### Wiring heat map

Scale: 2 px per um. The die is cut into 24 by 35 equal tiles; dark blue is low, red is high, scaled to the fullest tile. Values are wire area over tile area, all layers added.
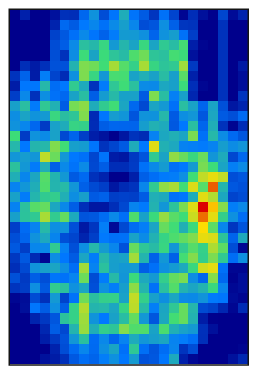
### Register map, names as in the netlist

Scale: 3 px per um. Other sequential cells in the stronger grey, the rest of the logic in the fainter grey.
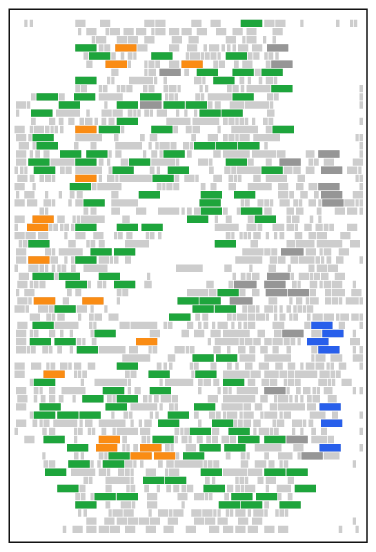
### Nets reached from selected ports

Scale: 3 px per um.
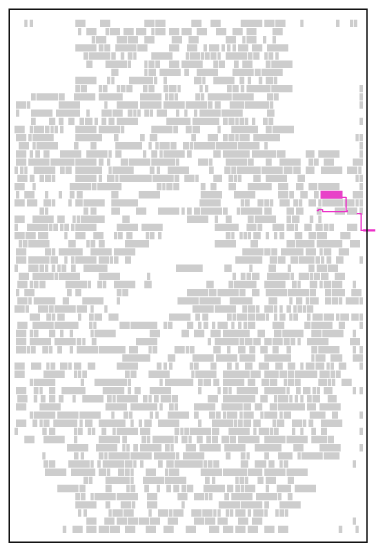
### Metal layers overlaid

Scale: 2 px per um. Only two layers are drawn.
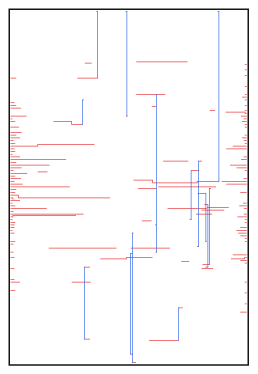
`config.mk`:
```
export PLATFORM = sky130hd
export DESIGN_NAME = cmd_slot_sequencer_flat
export DESIGN_NICKNAME = d
export VERILOG_FILES = /design/src/rtl/sddt_cmd_pkg.sv /design/src/rtl/cmd_slot_sequencer_if.sv /design/src/rtl/cmd_slot_decode.sv /design/src/rtl/cmd_slot_sequencer.sv /design/src/flat_wrapper.sv
export SDC_FILE = /design/constraint.sdc
export NUM_CORES = 1
export LEC_CHECK = 0
export CAP_MARGIN = 20
export CORE_ASPECT_RATIO = 1.5
export CORE_UTILIZATION = 40
export DETAILED_ROUTE_END_ITERATION = 7
export HOLD_SLACK_MARGIN = 0.02
export PLACE_DENSITY = 0.66
export SLEW_MARGIN = 20
export SYNTH_ARGS = -nofsm -noshare
export SYNTH_HDL_FRONTEND = slang
export SYNTH_SLANG_ARGS = --single-unit
```
`constraint.sdc`:
```
create_clock -name c0_ddr4_clk -period 2.64 [get_ports c0_ddr4_clk]
set_clock_uncertainty 0.05 [all_clocks]
set_input_delay 0.66 -clock c0_ddr4_clk [delete_from_list [all_inputs] [get_ports c0_ddr4_clk]]
set_output_delay 0.66 -clock c0_ddr4_clk [all_outputs]
set_load 0.01 [all_outputs]
```
`src/rtl/sddt_cmd_pkg.sv`:
```
// Shared definitions for the command slot sequencer: opcodes, slot field layout, FSM encoding.
package sddt_cmd_pkg;

  localparam int SLOTS_PER_BEAT = 4;
  localparam int SLOT_W         = 32;
  localparam int BEAT_W         = SLOTS_PER_BEAT * SLOT_W;

  localparam int OP_LSB   = 28;
  localparam int OP_W     = 4;
  localparam int BG_LSB   = 26;
  localparam int BA_LSB   = 24;
  localparam int ADDR_LSB = 7;
  localparam int WAIT_LSB = 0;

  localparam logic [OP_W-1:0] OP_NOP  = 4'd0;
  localparam logic [OP_W-1:0] OP_ACT  = 4'd1;
  localparam logic [OP_W-1:0] OP_RD   = 4'd2;
  localparam logic [OP_W-1:0] OP_WR   = 4'd3;
  localparam logic [OP_W-1:0] OP_PRE  = 4'd4;
  localparam logic [OP_W-1:0] OP_PREA = 4'd5;
  localparam logic [OP_W-1:0] OP_REF  = 4'd6;
  localparam logic [OP_W-1:0] OP_ZQCL = 4'd7;
  localparam logic [OP_W-1:0] OP_END  = 4'd15;

  typedef enum logic [1:0] {
    ST_IDLE  = 2'd0,
    ST_ISSUE = 2'd1,
    ST_SKIP  = 2'd2,
    ST_WAIT  = 2'd3
  } state_t;

  function automatic logic op_is_illegal(input logic [OP_W-1:0] op);
    return (op >= 4'd8) && (op <= 4'd14);
  endfunction

endpackage

```
`src/rtl/cmd_slot_sequencer_if.sv`:
```
// Bundles the AXIS command input, the slot issue port and the status outputs of the sequencer.
interface cmd_slot_sequencer_if #(
  parameter int BG_WIDTH   = 2,
  parameter int BANK_WIDTH = 2,
  parameter int ADDR_WIDTH = 17
);
  logic [127:0]            s_axis_cmd_tdata;
  logic                    s_axis_cmd_tvalid;
  logic                    s_axis_cmd_tready;
  logic                    cmd_valid;
  logic                    cmd_ready;
  logic [3:0]              cmd_op;
  logic [BG_WIDTH-1:0]     cmd_bg;
  logic [BANK_WIDTH-1:0]   cmd_ba;
  logic [ADDR_WIDTH-1:0]   cmd_addr;
  logic                    busy;
  logic                    err;
  logic [47:0]             stats;

  // Environment side: command source and scheduler.
  modport master (
    output s_axis_cmd_tdata, s_axis_cmd_tvalid, cmd_ready,
    input  s_axis_cmd_tready, cmd_valid, cmd_op, cmd_bg, cmd_ba, cmd_addr, busy, err, stats
  );

  // Sequencer side.
  modport slave (
    input  s_axis_cmd_tdata, s_axis_cmd_tvalid, cmd_ready,
    output s_axis_cmd_tready, cmd_valid, cmd_op, cmd_bg, cmd_ba, cmd_addr, busy, err, stats
  );
endinterface

```
`src/rtl/cmd_slot_decode.sv`:
```
// Combinational split of one 32-bit instruction slot into its fields and class flags.
module cmd_slot_decode
  import sddt_cmd_pkg::*;
#(
  parameter int BG_WIDTH   = 2,
  parameter int BANK_WIDTH = 2,
  parameter int ADDR_WIDTH = 17,
  parameter int WAIT_WIDTH = 7
) (
  input  logic [SLOT_W-1:0]     slot,
  output logic [OP_W-1:0]       op,
  output logic [BG_WIDTH-1:0]   bg,
  output logic [BANK_WIDTH-1:0] ba,
  output logic [ADDR_WIDTH-1:0] addr,
  output logic [WAIT_WIDTH-1:0] wait_len,
  output logic                  is_illegal,
  output logic                  is_nop,
  output logic                  is_end
);

  assign op       = slot[OP_LSB   +: OP_W];
  assign bg       = slot[BG_LSB   +: BG_WIDTH];
  assign ba       = slot[BA_LSB   +: BANK_WIDTH];
  assign addr     = slot[ADDR_LSB +: ADDR_WIDTH];
  assign wait_len = slot[WAIT_LSB +: WAIT_WIDTH];

  assign is_illegal = op_is_illegal(op);
  // Illegal slots are silently skipped like NOPs once err has been flagged.
  assign is_nop     = (op == OP_NOP) || is_illegal;
  assign is_end     = (op == OP_END);

endmodule

```
`src/rtl/cmd_slot_sequencer.sv`:
```
// Unpacks 128-bit command beats into four slots issued one by one with per-slot idle gaps.
// Optional macro CMD_STATS_EN enables saturating ACT/RD/WR handshake counters on stats.
module cmd_slot_sequencer
  import sddt_cmd_pkg::*;
#(
  parameter int BG_WIDTH   = 2,
  parameter int BANK_WIDTH = 2,
  parameter int ADDR_WIDTH = 17,
  parameter int WAIT_WIDTH = 7
) (
  input logic               c0_ddr4_clk,
  input logic               c0_ddr4_rst,
  cmd_slot_sequencer_if.slave bus
);

  state_t                  state;
  logic [BEAT_W-1:0]       beat_q;
  logic [1:0]              slot_idx;
  logic [WAIT_WIDTH-1:0]   wait_cnt;
  logic [WAIT_WIDTH-1:0]   cur_wait;
  logic                    valid_q;
  logic [OP_W-1:0]         op_q;
  logic [BG_WIDTH-1:0]     bg_q;
  logic [BANK_WIDTH-1:0]   ba_q;
  logic [ADDR_WIDTH-1:0]   addr_q;
  logic                    err_q;

  logic                    tready;
  logic                    accept;
  logic                    advance;
  logic                    do_decode;
  logic                    last_slot;
  logic                    hs;
  logic [1:0]              dec_idx;
  logic [SLOT_W-1:0]       dec_slot;

  logic [OP_W-1:0]         d_op;
  logic [BG_WIDTH-1:0]     d_bg;
  logic [BANK_WIDTH-1:0]   d_ba;
  logic [ADDR_WIDTH-1:0]   d_addr;
  logic [WAIT_WIDTH-1:0]   d_wait;
  logic                    d_illegal;
  logic                    d_nop;
  logic                    d_end;

  assign tready    = (state == ST_IDLE) && !c0_ddr4_rst;
  assign accept    = bus.s_axis_cmd_tvalid && tready;
  assign hs        = valid_q && bus.cmd_ready;
  assign last_slot = (slot_idx == 2'(SLOTS_PER_BEAT - 1));

  assign advance = ((state == ST_ISSUE) && bus.cmd_ready && (cur_wait == '0)) ||
                   (state == ST_SKIP) ||
                   ((state == ST_WAIT) && (wait_cnt == WAIT_WIDTH'(1)));

  assign do_decode = accept || (advance && !last_slot);

  // Slot 0 is decoded straight off the bus so it can issue the cycle after accept.
  always_comb begin
    dec_idx  = (state == ST_IDLE) ? 2'd0 : slot_idx + 2'd1;
    dec_slot = (state == ST_IDLE) ? bus.s_axis_cmd_tdata[SLOT_W-1:0]
                                  : beat_q[{dec_idx, 5'd0} +: SLOT_W];
  end

  cmd_slot_decode #(
    .BG_WIDTH   (BG_WIDTH),
    .BANK_WIDTH (BANK_WIDTH),
    .ADDR_WIDTH (ADDR_WIDTH),
    .WAIT_WIDTH (WAIT_WIDTH)
  ) u_decode (
    .slot       (dec_slot),
    .op         (d_op),
    .bg         (d_bg),
    .ba         (d_ba),
    .addr       (d_addr),
    .wait_len   (d_wait),
    .is_illegal (d_illegal),
    .is_nop     (d_nop),
    .is_end     (d_end)
  );

  always_ff @(posedge c0_ddr4_clk) begin
    if (c0_ddr4_rst) begin
      state    <= ST_IDLE;
      beat_q   <= '0;
      slot_idx <= '0;
      wait_cnt <= '0;
      cur_wait <= '0;
      valid_q  <= 1'b0;
      op_q     <= '0;
      bg_q     <= '0;
      ba_q     <= '0;
      addr_q   <= '0;
      err_q    <= 1'b0;
    end else if (do_decode) begin
      slot_idx <= dec_idx;
      if (accept) begin
        beat_q <= bus.s_axis_cmd_tdata;
      end
      if (d_illegal) begin
        err_q <= 1'b1;
      end
      if (d_end) begin
        state   <= ST_IDLE;
        valid_q <= 1'b0;
      end else if (d_nop) begin
        valid_q <= 1'b0;
        // A NOP's gap starts on its own decode cycle, so a zero wait still costs one SKIP cycle.
        if (d_wait == '0) begin
          state <= ST_SKIP;
        end else begin
          state    <= ST_WAIT;
          wait_cnt <= d_wait;
        end
      end else begin
        state    <= ST_ISSUE;
        valid_q  <= 1'b1;
        op_q     <= d_op;
        bg_q     <= d_bg;
        ba_q     <= d_ba;
        addr_q   <= d_addr;
        cur_wait <= d_wait;
      end
    end else begin
      case (state)
        ST_ISSUE: begin
          if (bus.cmd_ready) begin
            valid_q <= 1'b0;
            if (cur_wait == '0) begin
              state <= ST_IDLE;
            end else begin
              state    <= ST_WAIT;
              wait_cnt <= cur_wait;
            end
          end
        end
        ST_SKIP: state <= ST_IDLE;
        ST_WAIT: begin
          if (wait_cnt == WAIT_WIDTH'(1)) begin
            state <= ST_IDLE;
          end else begin
            wait_cnt <= wait_cnt - WAIT_WIDTH'(1);
          end
        end
        default: ;
      endcase
    end
  end

`ifdef CMD_STATS_EN
  logic [15:0] act_cnt;
  logic [15:0] rd_cnt;
  logic [15:0] wr_cnt;

  always_ff @(posedge c0_ddr4_clk) begin
    if (c0_ddr4_rst) begin
      act_cnt <= '0;
      rd_cnt  <= '0;
      wr_cnt  <= '0;
    end else if (hs) begin
      if ((op_q == OP_ACT) && (act_cnt != 16'hFFFF)) act_cnt <= act_cnt + 16'd1;
      if ((op_q == OP_RD)  && (rd_cnt  != 16'hFFFF)) rd_cnt  <= rd_cnt  + 16'd1;
      if ((op_q == OP_WR)  && (wr_cnt  != 16'hFFFF)) wr_cnt  <= wr_cnt  + 16'd1;
    end
  end

  assign bus.stats = {wr_cnt, rd_cnt, act_cnt};
`else
  logic unused_hs;
  assign unused_hs = hs;
  assign bus.stats = 48'd0;
`endif

  assign bus.s_axis_cmd_tready = tready;
  assign bus.cmd_valid         = valid_q;
  assign bus.cmd_op            = op_q;
  assign bus.cmd_bg            = bg_q;
  assign bus.cmd_ba            = ba_q;
  assign bus.cmd_addr          = addr_q;
  assign bus.busy              = (state != ST_IDLE);
  assign bus.err               = err_q;

endmodule
```
`src/flat_wrapper.sv`:
```
// flat-port wrapper written by rule: the top's interface ports become plain ports
module cmd_slot_sequencer_flat import sddt_cmd_pkg::*;
#(
  parameter int BG_WIDTH   = 2,
  parameter int BANK_WIDTH = 2,
  parameter int ADDR_WIDTH = 17,
  parameter int WAIT_WIDTH = 7
)
  (c0_ddr4_clk, c0_ddr4_rst, bus_s_axis_cmd_tdata, bus_s_axis_cmd_tvalid, bus_cmd_ready, bus_s_axis_cmd_tready, bus_cmd_valid, bus_cmd_op, bus_cmd_bg, bus_cmd_ba, bus_cmd_addr, bus_busy, bus_err, bus_stats);
  cmd_slot_sequencer_if #(.BG_WIDTH(BG_WIDTH), .BANK_WIDTH(BANK_WIDTH), .ADDR_WIDTH(ADDR_WIDTH)) bus_i ();
  input logic c0_ddr4_clk;
  input logic c0_ddr4_rst;
  input wire logic [$bits(bus_i.s_axis_cmd_tdata)-1:0] bus_s_axis_cmd_tdata;
  input wire logic [$bits(bus_i.s_axis_cmd_tvalid)-1:0] bus_s_axis_cmd_tvalid;
  input wire logic [$bits(bus_i.cmd_ready)-1:0] bus_cmd_ready;
  output wire logic [$bits(bus_i.s_axis_cmd_tready)-1:0] bus_s_axis_cmd_tready;
  output wire logic [$bits(bus_i.cmd_valid)-1:0] bus_cmd_valid;
  output wire logic [$bits(bus_i.cmd_op)-1:0] bus_cmd_op;
  output wire logic [$bits(bus_i.cmd_bg)-1:0] bus_cmd_bg;
  output wire logic [$bits(bus_i.cmd_ba)-1:0] bus_cmd_ba;
  output wire logic [$bits(bus_i.cmd_addr)-1:0] bus_cmd_addr;
  output wire logic [$bits(bus_i.busy)-1:0] bus_busy;
  output wire logic [$bits(bus_i.err)-1:0] bus_err;
  output wire logic [$bits(bus_i.stats)-1:0] bus_stats;
  assign bus_i.s_axis_cmd_tdata = bus_s_axis_cmd_tdata;
  assign bus_i.s_axis_cmd_tvalid = bus_s_axis_cmd_tvalid;
  assign bus_i.cmd_ready = bus_cmd_ready;
  assign bus_s_axis_cmd_tready = bus_i.s_axis_cmd_tready;
  assign bus_cmd_valid = bus_i.cmd_valid;
  assign bus_cmd_op = bus_i.cmd_op;
  assign bus_cmd_bg = bus_i.cmd_bg;
  assign bus_cmd_ba = bus_i.cmd_ba;
  assign bus_cmd_addr = bus_i.cmd_addr;
  assign bus_busy = bus_i.busy;
  assign bus_err = bus_i.err;
  assign bus_stats = bus_i.stats;
  cmd_slot_sequencer #(.BG_WIDTH(BG_WIDTH), .BANK_WIDTH(BANK_WIDTH), .ADDR_WIDTH(ADDR_WIDTH), .WAIT_WIDTH(WAIT_WIDTH)) u_core (.c0_ddr4_clk(c0_ddr4_clk), .c0_ddr4_rst(c0_ddr4_rst), .bus(bus_i));
endmodule
```
==> results.txt <==
Synthesis and PnR results.

- The flow ran to the end, but the final reports show violations.
- The checks that failed: setup timing.
- Clock buffers in the final layout number 20.
- The fmax reads 0.369 GHz.
- The number of cells in the finished layout apart from fillers reads 1431.
- The most common flop cell mapped by yosys reads dfxtp_1.
- The synthesized netlist cell count reads 982.
- Per the Yosys statistics, synthesis produced 982 cells.
- The number of flip-flops and latches is 173.
- The CTS tree is yes.
- OpenSTA lists the critical path startpoint as u_core.slot_idx[0].
- The logic area is 4320 um2.
- The most common logic cell in the final layout is nand2_1.
- The number of cells on the worst hold path is 2.
- The height of the die reads 177 um.
- For this design the static power due to leakage is 4.08 nW.
- The summed standard-cell area reported by yosys reads 8180 um2.
- The highest layer used for signal routing is met4.
- The count of max-cap constraint violations is 0.
- The destination of the worst register-to-register timing path reads u_core.wait_cnt[3].
- The met1 demand-to-capacity share in global routing is 24.1%.
- Counting every sink on the clock net gives 173.
- The plain and repair buffers instantiated in the layout total 228.
- CTS built an H-tree with a depth of 4.
- Per the synthesis report, the single largest cell type by area occupies 42.3% of cell area.
- The instance area after placement is 10200 um2.
- Once synthesis finished, the tally of register bits stood at 173.
- Per the GRT log, the top usage layer is met2.
- The cell at the root of the clock tree is clkbuf_16.
- During placement, the flow inserted port buffers numbering 160.
- Across all register-to-register paths, the minimum setup slack is -70 ps.
- The total die size reads 21000 um2.
- The number of clock buffers inserted by TritonCTS reads 17.
- The maximum VDD drop reads 0.460 mV.
- The total setup violations reported at the end of the flow is 7.
- The clock tree cell share of total cell area is 5.54%.
- The row count reads 63.
- The average size of a mapped cell reads 8.33 um2.
- The library cell with the highest instance count after synthesis reads nand2_1.
- The async set-or-reset flop fraction in the synthesized netlist reads 0%.
- The yosys warning tally is 0.
- The capturing element of the worst setup path reads u_core.wait_cnt[3].
- The number of primary I/O pins is 209.
- The data arrival time at the worst-slack endpoint is 2980 ps.
- The slowest cell on the critical path reads or4b_4.
- For reference, full adder, half adder and majority cells occupy 0.459% of the area reported after synthesis.
- The maximum number of buffers from clock root to sink is 2.
- The final timing report lists a max-slew violation count of 0.
- The inverter count of the layout excluding clock inverters is 5.
- Setup repair after global routing could not meet its margin everywhere.
- Of all nets on the critical path, the largest fanout is 5.
- 732 cells are multi-input combinational gates.
- The most critical hold endpoint after final layout shows a slack of 399 ps.
- In this run, distinct cell masters in the synthesized netlist total 50.
- The headroom to the max-slew limit is 59.3%.
- The gate family responsible for the most delay along the worst path is simple AND/OR/NAND/NOR gates.
- The clock latency on the worst-skew pair reads 430 ps.
- The class of the most critical setup path is reg2reg.
- The number of buffers inserted for hold repair after clock tree synthesis reads 0.
- The cell group occupying the most layout area is logic gates.
- The wire length on met2 reads 11200 um.
- The type of the most critical hold path is reg2reg.
- The met3 layer wire length in the routed design is 886 um.
- Together, buffers and inverters on the worst path number 2.
- The post-cts gate resize count reads 13.
- The post-synthesis share of cell area spent on xor and xnor gates reads 0.535%.
- The finished design was reported to have a net count of 1292.
- The met1 wire length reads 8900 um.
- The synthesis-to-layout area growth is 34.1%.
- The final critical delay including setup and external delays reads 2710 ps.
- In the post-route report, total wirelength is listed as 21600 um.
- Across all setup checks in the final design, the least slack found is -73.1 ps.
- The detailed-route vias per instance reads 4.94.
- The number of cells on the worst reg-to-reg path reads 9.
- The pin closest to its max-slew limit shows a slew of 611 ps.
- By area the synthesized netlist is led by dfxtp_1, nand2_1, o21ai_0, mux4_2, nand2b_1.
- The critical path startpoint category reads a flip-flop.
- In this run the critical path is formed by ha_4 -> clkbuf_16 -> buf_6 -> mux2i_1 -> a22oi_1 -> o21a_1 -> or4b_4 -> a31oi_4 -> mux2_4.
- The maximum number of pins on one net before global-route repair reads 145.
- The clock transition at the registers of the reported paths is 70 ps.
- The violation tally recorded at the end of detailed-routing iteration 0 is 380.
- For hold timing, the worst endpoint is u_core.bus.cmd_ba[0].
Back to the opening pictures, 'Wiring heat map':
tiles over half the peak: 12%
mean over tiles: 0.16
fullest tile: 0.59
emptiest ninth of the die: north-east
nearly empty tiles: 12%

Back to the opening pictures, 'Register map, names as in the netlist':
legend:
  orange:
    name_in_the_netlist: `u_core.bus.cmd_addr`
    placed_flops: 17
  blue:
    name_in_the_netlist: `u_core.wait_cnt`
    placed_flops: 7
  green:
    name_in_the_netlist: `u_core.beat_q`
    placed_flops: 128
area taken by flip-flops and latches: 3470 um2
share of cell area taken by flip-flops and latches: 31.6%
P_seq: 3.60 mW
share of the core filled with cells: 55.0%

Back to the opening pictures, 'Nets reached from selected ports':
legend:
  magenta:
    port: `bus_err`
    bits: 1
    direction: output
    end_cells: 1
    buffers: 1
    wire: 25.8 um

Back to the opening pictures, 'Metal layers overlaid':
legend:
  red:
    layer: M3
    wire_length: 887 um
  blue:
    layer: M4
    wire_length: 590 um
detailed-route via count: 7067
drt wl/cell: 15.1 um
gr usage total: 20.6%

[power by group]
group	total [mW]	internal, mW	switching [mW]	leakage (nW)
Sequential	3.60	3.22	0.382	1.42
Clock	2.59	1.52	1.07	0.276
Combinational	4.31	2.17	2.13	2.38
Total	10.5	6.92	3.58	4.08
[state kept, by name, indices dropped and copies added (netlist names), 2 cells and up]
name and flops:
u_core.bus.cmd_addr 17, u_core.state 2, u_core.bus.cmd_op 4, u_core.beat_q 128, u_core.bus.cmd_ba 2, u_core.slot_idx 2, u_core.wait_cnt 7, u_core.cur_wait 7
u_core.bus.cmd_bg 2
No activity file was given, so power comes from the tool's default toggle rates.
